## config.mk

```make
export PLATFORM = sky130hd
export DESIGN_NAME = dmem_arbiter
export DESIGN_NICKNAME = d
export VERILOG_FILES = /design/src/rtl/dmem_arb_pkg.sv /design/src/rtl/arb_sat_counter.sv /design/src/rtl/dmem_arbiter.sv
export SDC_FILE = /design/constraint.sdc
export NUM_CORES = 1
export LEC_CHECK = 0
export ABC_AREA = 1
export CAP_MARGIN = 20
export CORE_ASPECT_RATIO = 0.75
export CORE_MARGIN = 2
export CORE_UTILIZATION = 34
export CTS_BUF_LIST = sky130_fd_sc_hd__clkbuf_16
export CTS_CLUSTER_SIZE = 20
export DETAILED_ROUTE_END_ITERATION = 16
export PLACE_DENSITY = 0.87
export SLEW_MARGIN = 30
export SYNTH_ARGS = -nofsm -noshare
export SYNTH_HDL_FRONTEND = slang
export SYNTH_SLANG_ARGS = --single-unit
```

## constraint.sdc

```tcl
create_clock -name clk_i -period 3 [get_ports clk_i]
set_clock_uncertainty 0.2 [all_clocks]
set_input_delay 0.9 -clock clk_i [delete_from_list [all_inputs] [get_ports clk_i]]
set_output_delay 0.9 -clock clk_i [all_outputs]
set_load 0.01 [all_outputs]
```

## src/rtl/dmem_arb_pkg.sv

```systemverilog
// Shared types for the data-memory arbiter: FSM state and a memory-port request bundle.
// The request bundle is sized for the widest supported port; users zero-extend into it
// and slice back out to their own parameterised widths.
package dmem_arb_pkg;

   localparam int unsigned ARB_ADDR_MAX_W = 32;
   localparam int unsigned ARB_DATA_MAX_W = 64;

   typedef enum logic [0:0] {
      ST_NORM,
      ST_FORCE
   } arb_state_e;

   typedef struct packed {
      logic                      rd;
      logic                      wr;
      logic [ARB_ADDR_MAX_W-1:0] addr;
      logic [ARB_DATA_MAX_W-1:0] wdata;
      logic [2:0]                func3;
   } mem_req_t;

endpackage

```

## src/rtl/arb_sat_counter.sv

```systemverilog
// Saturating up-counter with synchronous clear (clear wins over increment).
module arb_sat_counter #(
   parameter int unsigned W = 8
) (
   input  logic         clk_i,
   input  logic         reset_i,
   input  logic         inc_i,
   input  logic         clr_i,
   input  logic [W-1:0] max_i,
   output logic [W-1:0] count_o
);

   logic [W-1:0] cnt_q, cnt_d;

   // Next count: clear, else increment while below the ceiling.
   always_comb begin
      cnt_d = cnt_q;
      if (clr_i) begin
         cnt_d = '0;
      end else if (inc_i && (cnt_q < max_i)) begin
         cnt_d = cnt_q + W'(1);
      end
   end

   // Count register.
   always_ff @(posedge clk_i or posedge reset_i) begin
      if (reset_i) begin
         cnt_q <= '0;
      end else begin
         cnt_q <= cnt_d;
      end
   end

   assign count_o = cnt_q;

endmodule

```

## src/rtl/dmem_arbiter.sv

```systemverilog
// Data-memory port arbiter between the MEM stage (fixed priority) and a DMA/debug requester.
// A blocked DMA request is force-granted for one stalled CPU cycle after STARVE_MAX blocked
// cycles. Optional macro DMEM_ARB_STATS_EN adds saturating blocked/forced statistics outputs.
module dmem_arbiter
   import dmem_arb_pkg::*;
#(
   parameter int unsigned DATA_W     = 32,
   parameter int unsigned DM_ADDRESS = 9,
   parameter int unsigned STARVE_MAX = 8,
   parameter int unsigned CNT_W      = 16
) (
   input  logic                  clk_i,
   input  logic                  reset_i,
   input  logic                  cpu_rd_i,
   input  logic                  cpu_wr_i,
   input  logic [DM_ADDRESS-1:0] cpu_addr_i,
   input  logic [DATA_W-1:0]     cpu_wdata_i,
   input  logic [2:0]            cpu_func3_i,
   output logic [DATA_W-1:0]     cpu_rdata_o,
   output logic                  cpu_stall_o,
   input  logic                  dma_req_i,
   input  logic                  dma_we_i,
   input  logic [DM_ADDRESS-1:0] dma_addr_i,
   input  logic [DATA_W-1:0]     dma_wdata_i,
   input  logic [2:0]            dma_func3_i,
   output logic                  dma_gnt_o,
   output logic                  dma_rvalid_o,
   output logic [DATA_W-1:0]     dma_rdata_o,
   output logic                  mem_rd_o,
   output logic                  mem_wr_o,
   output logic [DM_ADDRESS-1:0] mem_addr_o,
   output logic [DATA_W-1:0]     mem_wdata_o,
   output logic [2:0]            mem_func3_o,
`ifdef DMEM_ARB_STATS_EN
   output logic [CNT_W-1:0]      stat_blocked_o,
   output logic [CNT_W-1:0]      stat_forced_o,
`endif
   input  logic [DATA_W-1:0]     mem_rdata_i
);

   localparam int unsigned WAIT_W = (STARVE_MAX > 1) ? $clog2(STARVE_MAX) : 1;

   if (STARVE_MAX < 1) begin : g_bad_starve
      $error("dmem_arbiter: STARVE_MAX must be >= 1");
   end
   if ((DM_ADDRESS > ARB_ADDR_MAX_W) || (DATA_W > ARB_DATA_MAX_W)) begin : g_bad_width
      $error("dmem_arbiter: port width exceeds mem_req_t capacity");
   end

   arb_state_e        state_q, state_d;
   logic              cpu_act;
   logic              blocked;
   logic              at_thresh;
   logic              force_hit;
   logic              gnt;
   logic [WAIT_W-1:0] wait_cnt;
   mem_req_t          cpu_req, dma_req, mem_req;
   logic              dma_rvalid_q, dma_rvalid_d;
   logic [DATA_W-1:0] dma_rdata_q, dma_rdata_d;
   logic              unused_req_bits;

   assign cpu_act   = cpu_rd_i | cpu_wr_i;
   assign blocked   = (state_q == ST_NORM) & dma_req_i & cpu_act;
   assign at_thresh = (wait_cnt == WAIT_W'(STARVE_MAX - 1));
   assign force_hit = blocked & at_thresh;

   // Package both requesters into common bundles for the port mux.
   always_comb begin
      cpu_req       = '0;
      cpu_req.rd    = cpu_rd_i;
      cpu_req.wr    = cpu_wr_i;
      cpu_req.addr  = ARB_ADDR_MAX_W'(cpu_addr_i);
      cpu_req.wdata = ARB_DATA_MAX_W'(cpu_wdata_i);
      cpu_req.func3 = cpu_func3_i;
      dma_req       = '0;
      dma_req.rd    = ~dma_we_i;
      dma_req.wr    = dma_we_i;
      dma_req.addr  = ARB_ADDR_MAX_W'(dma_addr_i);
      dma_req.wdata = ARB_DATA_MAX_W'(dma_wdata_i);
      dma_req.func3 = dma_func3_i;
   end

   // Ownership decode and port mux; an idle port still shows the CPU address/data.
   always_comb begin
      mem_req = cpu_req;
      gnt     = 1'b0;
      unique case (state_q)
         ST_NORM: begin
            if (!cpu_act && dma_req_i) begin
               mem_req = dma_req;
               gnt     = 1'b1;
            end
         end
         ST_FORCE: begin
            if (dma_req_i) begin
               mem_req = dma_req;
               gnt     = 1'b1;
            end else begin
               // Requester dropped its request: keep the port quiet rather than serve the CPU.
               mem_req.rd = 1'b0;
               mem_req.wr = 1'b0;
            end
         end
      endcase
      if (reset_i) begin
         gnt        = 1'b0;
         mem_req.rd = 1'b0;
         mem_req.wr = 1'b0;
      end
   end

   // FSM next state: a single forced cycle after the threshold blocked cycle.
   always_comb begin
      state_d = state_q;
      unique case (state_q)
         ST_NORM:  if (force_hit) state_d = ST_FORCE;
         ST_FORCE: state_d = ST_NORM;
      endcase
   end

   // FSM state register.
   always_ff @(posedge clk_i or posedge reset_i) begin
      if (reset_i) begin
         state_q <= ST_NORM;
      end else begin
         state_q <= state_d;
      end
   end

   // Consecutive blocked-cycle counter.
   arb_sat_counter #(
      .W (WAIT_W)
   ) u_wait_cnt (
      .clk_i   (clk_i),
      .reset_i (reset_i),
      .inc_i   (blocked & ~at_thresh),
      .clr_i   (gnt | ~dma_req_i | force_hit),
      .max_i   (WAIT_W'(STARVE_MAX - 1)),
      .count_o (wait_cnt)
   );

   // DMA read return: capture at the grant edge, pulse valid for one cycle.
   always_comb begin
      dma_rvalid_d = gnt & ~dma_we_i;
      dma_rdata_d  = dma_rvalid_d ? mem_rdata_i : dma_rdata_q;
   end

   // DMA read return registers.
   always_ff @(posedge clk_i or posedge reset_i) begin
      if (reset_i) begin
         dma_rvalid_q <= 1'b0;
         dma_rdata_q  <= '0;
      end else begin
         dma_rvalid_q <= dma_rvalid_d;
         dma_rdata_q  <= dma_rdata_d;
      end
   end

`ifdef DMEM_ARB_STATS_EN
   arb_sat_counter #(
      .W (CNT_W)
   ) u_stat_blocked (
      .clk_i   (clk_i),
      .reset_i (reset_i),
      .inc_i   (blocked),
      .clr_i   (1'b0),
      .max_i   ({CNT_W{1'b1}}),
      .count_o (stat_blocked_o)
   );

   arb_sat_counter #(
      .W (CNT_W)
   ) u_stat_forced (
      .clk_i   (clk_i),
      .reset_i (reset_i),
      .inc_i   (force_hit),
      .clr_i   (1'b0),
      .max_i   ({CNT_W{1'b1}}),
      .count_o (stat_forced_o)
   );
`endif

   // Stall comes straight from the state register so it cannot glitch.
   assign cpu_stall_o  = (state_q == ST_FORCE);
   assign dma_gnt_o    = gnt;
   assign dma_rvalid_o = dma_rvalid_q;
   assign dma_rdata_o  = dma_rdata_q;
   assign cpu_rdata_o  = mem_rdata_i;
   assign mem_rd_o     = mem_req.rd;
   assign mem_wr_o     = mem_req.wr;
   assign mem_addr_o   = mem_req.addr[DM_ADDRESS-1:0];
   assign mem_wdata_o  = mem_req.wdata[DATA_W-1:0];
   assign mem_func3_o  = mem_req.func3;

   // Upper bundle bits beyond the configured widths are always zero.
   assign unused_req_bits = ^{mem_req.addr, mem_req.wdata};

endmodule

```

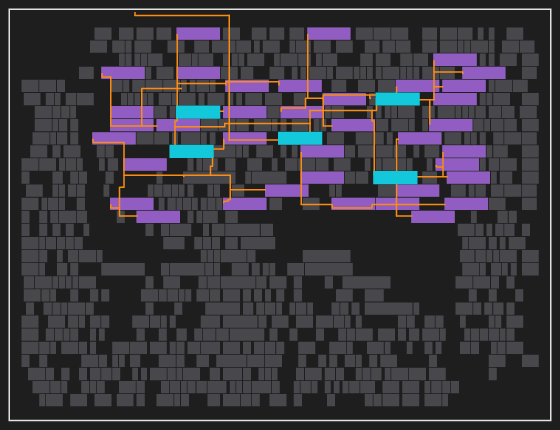
*Clock network drawn from the DEF, run 1*
flip-flops -> purple  # count 37
clock drivers -> cyan  # count 5
clock wires -> orange  # length 443 um
routed clock nets = 6

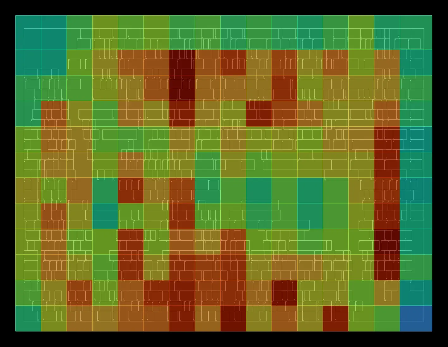
*Track usage over the die, run 1*
GRT busiest layer: met2
total global-route track usage: 25.78%
final core occ: 66.74%

==> impl_metrics.tcl, run 1 <==
# collected from the flow reports
set metrics [dict create \
    outcome "finished, final reports clean" \
    synth_nets 592 \
    yosysUniqueCellTypes 20 \
    die_w_um 112.2 \
    grt.overflow.total 0 \
    cts_tree "built" \
    cp-start-kind "input port" \
    fp.coreArea_mm2 0.008491 \
    yosys_warnings 0 \
    core_util_floorplan_pct 35.15 \
    critical_path.top_delay_family "buffers and inverters" \
    synth-simple-area-share_pct 27.92 \
    rows 29 \
    num_vias 4211 \
    ant_nets 0 \
    io_buffers 238 \
    io_pins 239 \
    synth-compound-area-share_pct 24.82 \
    grt_pass1_vias 4211 \
    top_area_cell "dfrtp_1" \
    syn-instance-count 464 \
    tightest_slew_ps 410.7 \
    power_leakage_nw 2.634 \
    clk_latency_ps 270 \
    clkSinkCount 37 \
    die_area_mm2 0.009550 \
    synth-main-ff-cell "dfrtp_1" \
    yosys.stat.chipArea_mm2 0.002984 \
    hold_path_class "flip-flop to flip-flop" \
    nets 827 \
    cap_violations 0 \
    grt_max_degree 49 \
    slowest_delay_ps 200 \
    synth_seq_share_pct 31.03 \
    slew_viol_final 0 \
    rsz0062_at_grt "yes" \
    drive_gt1_share_pct 19.29 \
    topCombFamilyByArea "simple AND/OR/NAND/NOR gates" \
    relSlewSlack_pct 72.62 \
    cp-end-kind "primary output" \
    path_max_fanout 22 \
    finalHoldViolations 0 \
    finalCritPeriodShare_pct 99.89 \
    ys_cells 464 \
    area_growth_pct 89.90 \
    fmax_mhz 333.7 \
    cts-buffers-inserted 5 \
    finalPower_mw 2.068 \
    crit_required_ps 1900 \
]
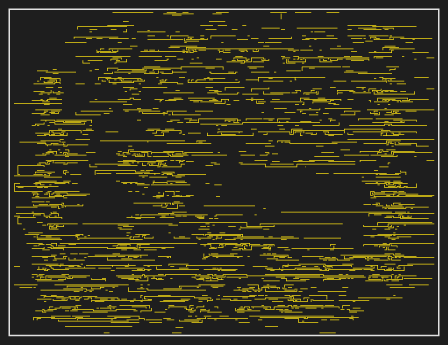
*The metal 1 layer, run 1*
wire length on this layer = 4930 um
share of all routed wire = 38%
nets with wire on the layer = 710
main direction = horizontal

run 1: layer usage:
layer	global-route usage [%]	vias to the layer above	part of all wire, %
li1	-	2007	-
met1	29.76	1974	38
met3	5.857	25	6.9
met5	0	-	0
met4	7.982	0	2.0
met2	47.70	205	53
run 1: state kept, by name (all words and copies together) (netlist names):
register / count
dma_rdata_o: 32
u_wait_cnt.count_o: 3
cpu_stall_o: 1
dma_rvalid_o: 1
run 1: per-stage QoR:
step / TNS (ps) / instances / hold slack, ps / instance area [um^2]
CTS: 0 / 807 / 280.3 / 5624
floorplan: 0 / 464 / 294.3 / 2984
global placement: -31350 / 789 / 263.3 / 5527
global route: -783.9 / 808 / 309.6 / 5667
finish: 0 / 808 / 278.3 / 5667
detailed placement: -31930 / 789 / 268.8 / 5527
run 1: cell usage in the layout, fill, tap and decap left out, drive strengths merged, types with 3 or more instances in the layout:
master,count
a21oi,3
buf,105
clkbuf,6
clkdlybuf4s50,154
dfrtp,37
dlygate4sd2,33
inv,9
nand2,106
nand3,7
nor2,97
o21ai,90
o22ai,44
run 1: final timing paths:
check / start / to / slack [ps] / depth (start not counted)
max: cpu_rd_i / mem_wdata_o[28] / 3 / 8
min: dma_rdata_o[13] / dma_rdata_o[13] / 280 / 2
max reg2reg: cpu_stall_o / dma_rdata_o[19] / 960 / 8
min reg2reg: dma_rdata_o[13] / dma_rdata_o[13] / 280 / 2
max in group asynchronous: reset_i / dma_rdata_o[22] / 1390 / 3
min in group asynchronous: reset_i / u_wait_cnt.count_o[0] / 550 / 2
run 1: worst reg2reg max path, delay by kind of cell (launching register included):
| family | cells | cell delay (ps) |
|---|---|---|
| AND/OR/NAND/NOR | 5 | 720 |
| buffers and inverters | 3 | 580 |
| flip-flops | 1 | 420 |
run 1: power by group:
group	internal [mW]	switching [mW]
Combinational	0.487	0.369
Clock	0.386	0.184
Sequential	0.592	0.0509
run 1: cell families (layout without fill, tap and decap cells):
| group | after synthesis | in the layout |
|---|---|---|
| and+or+nand+nor | 212 | 212 |
| buffers and inverters | 76 | 312 |
| DFF | 37 | 37 |
| adders and majority gates | 2 | 2 |
| AOI/OAI and AO/OA | 137 | 137 |
run 1: repair_timing:
item / in CTS / in global routing
cloned: 5 / 1
setup endpoints to repair: 79 / 46
gates resized: 248 / 37
pin swaps: 8 / 6
setup buffers: 5 / 1
run 1: cell type report:
| type | count | area (um^2) |
|---|---|---|
| Clock buffer | 5 | 125.1 |
| Timing Repair Buffer | 295 | 2755 |
| Inverter | 9 | 46.29 |
| Clock inverter | 3 | 37.54 |
| Tap cell | 108 | 135.1 |
| Sequential cell | 37 | 925.9 |
| Multi-Input combinational cell | 351 | 1642 |
| Fill cell | 709 | 2824 |
## Run 2: what changed since run 1
- ABC_AREA: 1 -> default
- CAP_MARGIN: 20 -> default
- CORE_ASPECT_RATIO: 0.75 -> default
- CORE_UTILIZATION: 34 -> 30
- PLACE_DENSITY: 0.87 -> 0.86
==> run 2 against run 1 <==
  * The flow now finishes with violations (negative setup slack)
  * First-iteration DRC count shrank 63%
  * Global-route usage shrank 6.5 points
  * Sequential share of layout area grew 1.1 points
  * Combinational power grew 6.9%
  * Register-to-register slack gained 60 ps
  * Largest power group unchanged
  * Utilization grew 1.5 points
  * Area after synthesis shrank 19%
  * Count of clock-buffer cells in the layout is the same
  * Non-clock buffer count shrank 8
  * Worst hold slack gained 25 ps
  * Largest cell class unchanged
==> impl_metrics.tcl, run 2 <==
# collected from the flow reports
set metrics [dict create \
    drive_gt1_share_pct 42.99 \
    top_cell "mux2_2" \
    final.setup.tns_ps -617.3 \
    ys_cells 182 \
    largest_reg_flops 32 \
    path_class "input port to primary output" \
    rows 32 \
    fin_crit_ps 3044 \
    synthArstFlopShare_pct 100.0 \
    combinationalPowerShare_pct 40.5 \
    nets 562 \
    clkPwrFrac_pct 29.9 \
    setup_slack_ps -43.66 \
    clkSinkCount 37 \
    violations "negative setup slack" \
    p_int_mw 1.712 \
    tightest_slew_ps 256.9 \
    yosys_warnings 0 \
    fmax_mhz 328.6 \
    clk_latency_ps 270 \
    power_leakage_nw 2.535 \
    synth-compound-area-share_pct 2.911 \
    common_cells "mux2_2 (47), dfrtp_1 (37), buf_4 (32)" \
    cp-start-kind "input port" \
    finalCritPeriodShare_pct 101.5 \
    grt_pass1_vias 2641 \
    xor_area_share_pct 0 \
    topCombFamilyByArea "multiplexers" \
    cts_tree "built" \
    cp-end-kind "primary output" \
    synth_nets 310 \
    yosys.stat.chipArea_mm2 0.002407 \
    yosysUniqueCellTypes 24 \
    io_pins 239 \
    dr.pass1.iters 4 \
    core_util_floorplan_pct 30.99 \
    place_hpwl_um 6935 \
    switchingPower_uw 543.6 \
    grt.overflow.total 0 \
    top_area_cell "dfrtp_1" \
    finalNonFillerCells 537 \
    cap_violations 0 \
    fp.coreArea_mm2 0.007767 \
    hold_path_depth 1 \
    p_sw_share_pct 24.10 \
    finalHoldViolations 0 \
    die_area_mm2 0.008757 \
    grt_usage_pct 19.28 \
    rsz0062_at_grt "yes" \
    synth_seq_share_pct 38.46 \
    synth_adder_area_share_pct 1.040 \
    die_w_um 93.58 \
    warnings 28 \
    lay_top_count "clkdlybuf4s50_1" \
    holdBufCountCts 0 \
    drcViolationCount 0 \
    top_cells_by_area "dfrtp_1 (38%), mux2_2 (22%), mux2_4 (18%)" \
    synth-simple-area-share_pct 3.067 \
    top_usage_layer "met2" \
    outcome "complete, but fails checks" \
    ff2ff_path_depth 5 \
    crit_required_ps 1900 \
    path_max_fanout 7 \
    synth-main-ff-cell "dfrtp_1" \
    dp.cells 516 \
    clk_path_buf_depth 2 \
    slew_viol_final 0 \
    relSlewSlack_pct 82.73 \
    sequentialPowerShare_pct 29.5 \
    io_buffers 238 \
    setup_violations 38 \
    grt_pass1_wl_um 13200 \
    hold_path_class "flip-flop to flip-flop" \
    grt_max_degree 34 \
    syn-instance-count 182 \
    synthMuxAreaShare_pct 40.07 \
    ant_nets 0 \
    cts-buffers-inserted 5 \
    cts-root-buf "clkbuf_16" \
    most-common-layout-cells "clkdlybuf4s50_1 (155), buf_6 (52), mux2_4 (39), mux2_2 (37), dfrtp_1 (37)" \
    die_h_um 93.58 \
    area_growth_pct 120.3 \
    irDropWorstVdd_uv 226.2 \
]
==> run 2: netlist changes by cell type in the layout (fill, tap and decap cells not counted), sizes merged, moves of 9 or more <==
cell   before  now
buf       105   96
o21ai      90    0
o22ai      44    0
mux2        0   76
nor2       97    1
nand2     106    2
==> run 2: what timing repair did <==
item,in CTS,in global routing
setup buffers,13,2
pin swaps,2,2
setup endpoints to repair,79,46
gates cloned,3,0
resized,300,11
==> run 2: worst paths after layout <==
| kind | start | to | slack (ps) |
|---|---|---|---|
| worst min register to register | dma_rdata_o[4] | dma_rdata_o[4] | 300 |
| min in group asynchronous | reset_i | cpu_stall_o | 930 |
| worst max-delay path | cpu_wr_i | mem_wdata_o[28] | -40 |
| worst max register to register | cpu_stall_o | dma_rdata_o[31] | 1020 |
| max in group asynchronous | reset_i | dma_rdata_o[8] | 1220 |
| worst min-delay path | dma_rdata_o[4] | dma_rdata_o[4] | 300 |
==> run 2: power by group through the flow <==
stage          Clock, mW  Combinational (mW)  Sequential [mW]
6_report           0.675               0.915            0.666
5_1_grt            0.718               0.968            0.681
4_1_cts            0.693               0.930            0.665
3_5_place_dp           0               0.896            0.673
3_3_place_gp           0               0.879            0.665
2_1_floorplan          0               0.295            0.717
==> run 2: cell type report <==
class | instances | area (um^2)
multi-input cells | 101 | 1202
fillers | 596 | 2465
flip-flops and latches | 37 | 925.9
repair buffers | 287 | 2845
clock buffers | 5 | 125.1
inverters | 2 | 7.507
well taps | 102 | 127.6
clock inverters | 3 | 68.82
==> run 2: kinds of logic (layout without fill, tap and decap cells) <==
group,count (synthesis),after routing
mux,76,76
buf+inv,44,297
flops,37,37
simple gates,13,13
compound gates,10,10
fa+ha+maj,2,2
==> run 2: critical path, cell delays in order <==
cell	delay, ps
buf_8	100
o21bai_4	160
nand2_4	90
buf_6	130
buf_8	130
mux2_4	300
buf_6	120
==> run 2: metal layers <==
| layer | up-vias | share of wire, % | routed length, um |
|---|---|---|---|
| li1 | 1123 | - | - |
| met1 | 1146 | 32 | 2812 |
| met2 | 143 | 56 | 4856 |
| met3 | 12 | 10 | 870 |
| met4 | 0 | 2.2 | 191 |
| met5 | - | 0 | 0 |
==> run 2: metrics by stage <==
| stage | area [um^2] | hold slack, ps | utilization (%) | power (mW) |
|---|---|---|---|---|
| after detailed placement | 4901 | 294.8 | 63.10 | 1.569 |
| final | 5303 | 303.3 | 68.27 | 2.256 |
| after floorplan | 2407 | 350.0 | - | 1.012 |
| after CTS | 5360 | 308.4 | 69.01 | 2.288 |
| after global placement | 4901 | 286.5 | 63.10 | 1.544 |
| after global routing | 5303 | 317.0 | 68.27 | 2.366 |
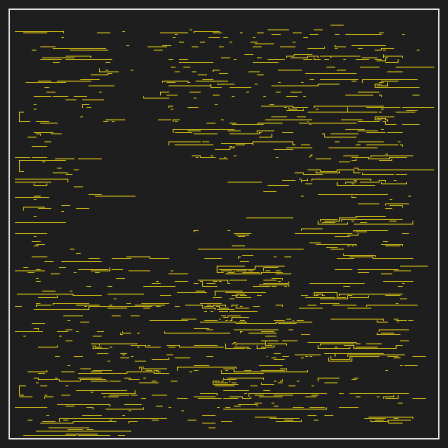
*The metal 1 layer, run 2*
share of all routed wire = 32%
nets with wire on the layer = 446
longest straight run = 23.5 um
main direction = horizontal
wire length on this layer = 2810 um
via count: 2424
DRT Wirelength: 8731 um
M1 GR Usage: 19.70%

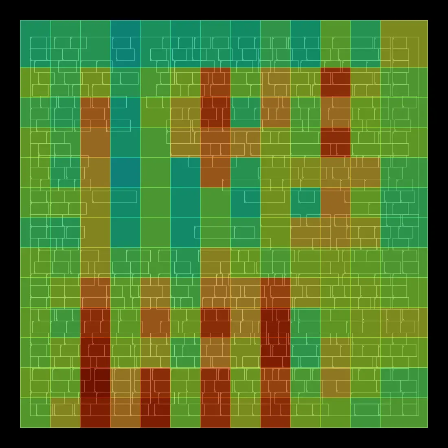
*Track usage over the die, run 2*
met2 usage: 37.47%
GR Layer Usage met3: 4.915%
final core occ: 68.27%

Power figures rest on the tool's default switching activity, not on a simulated workload.
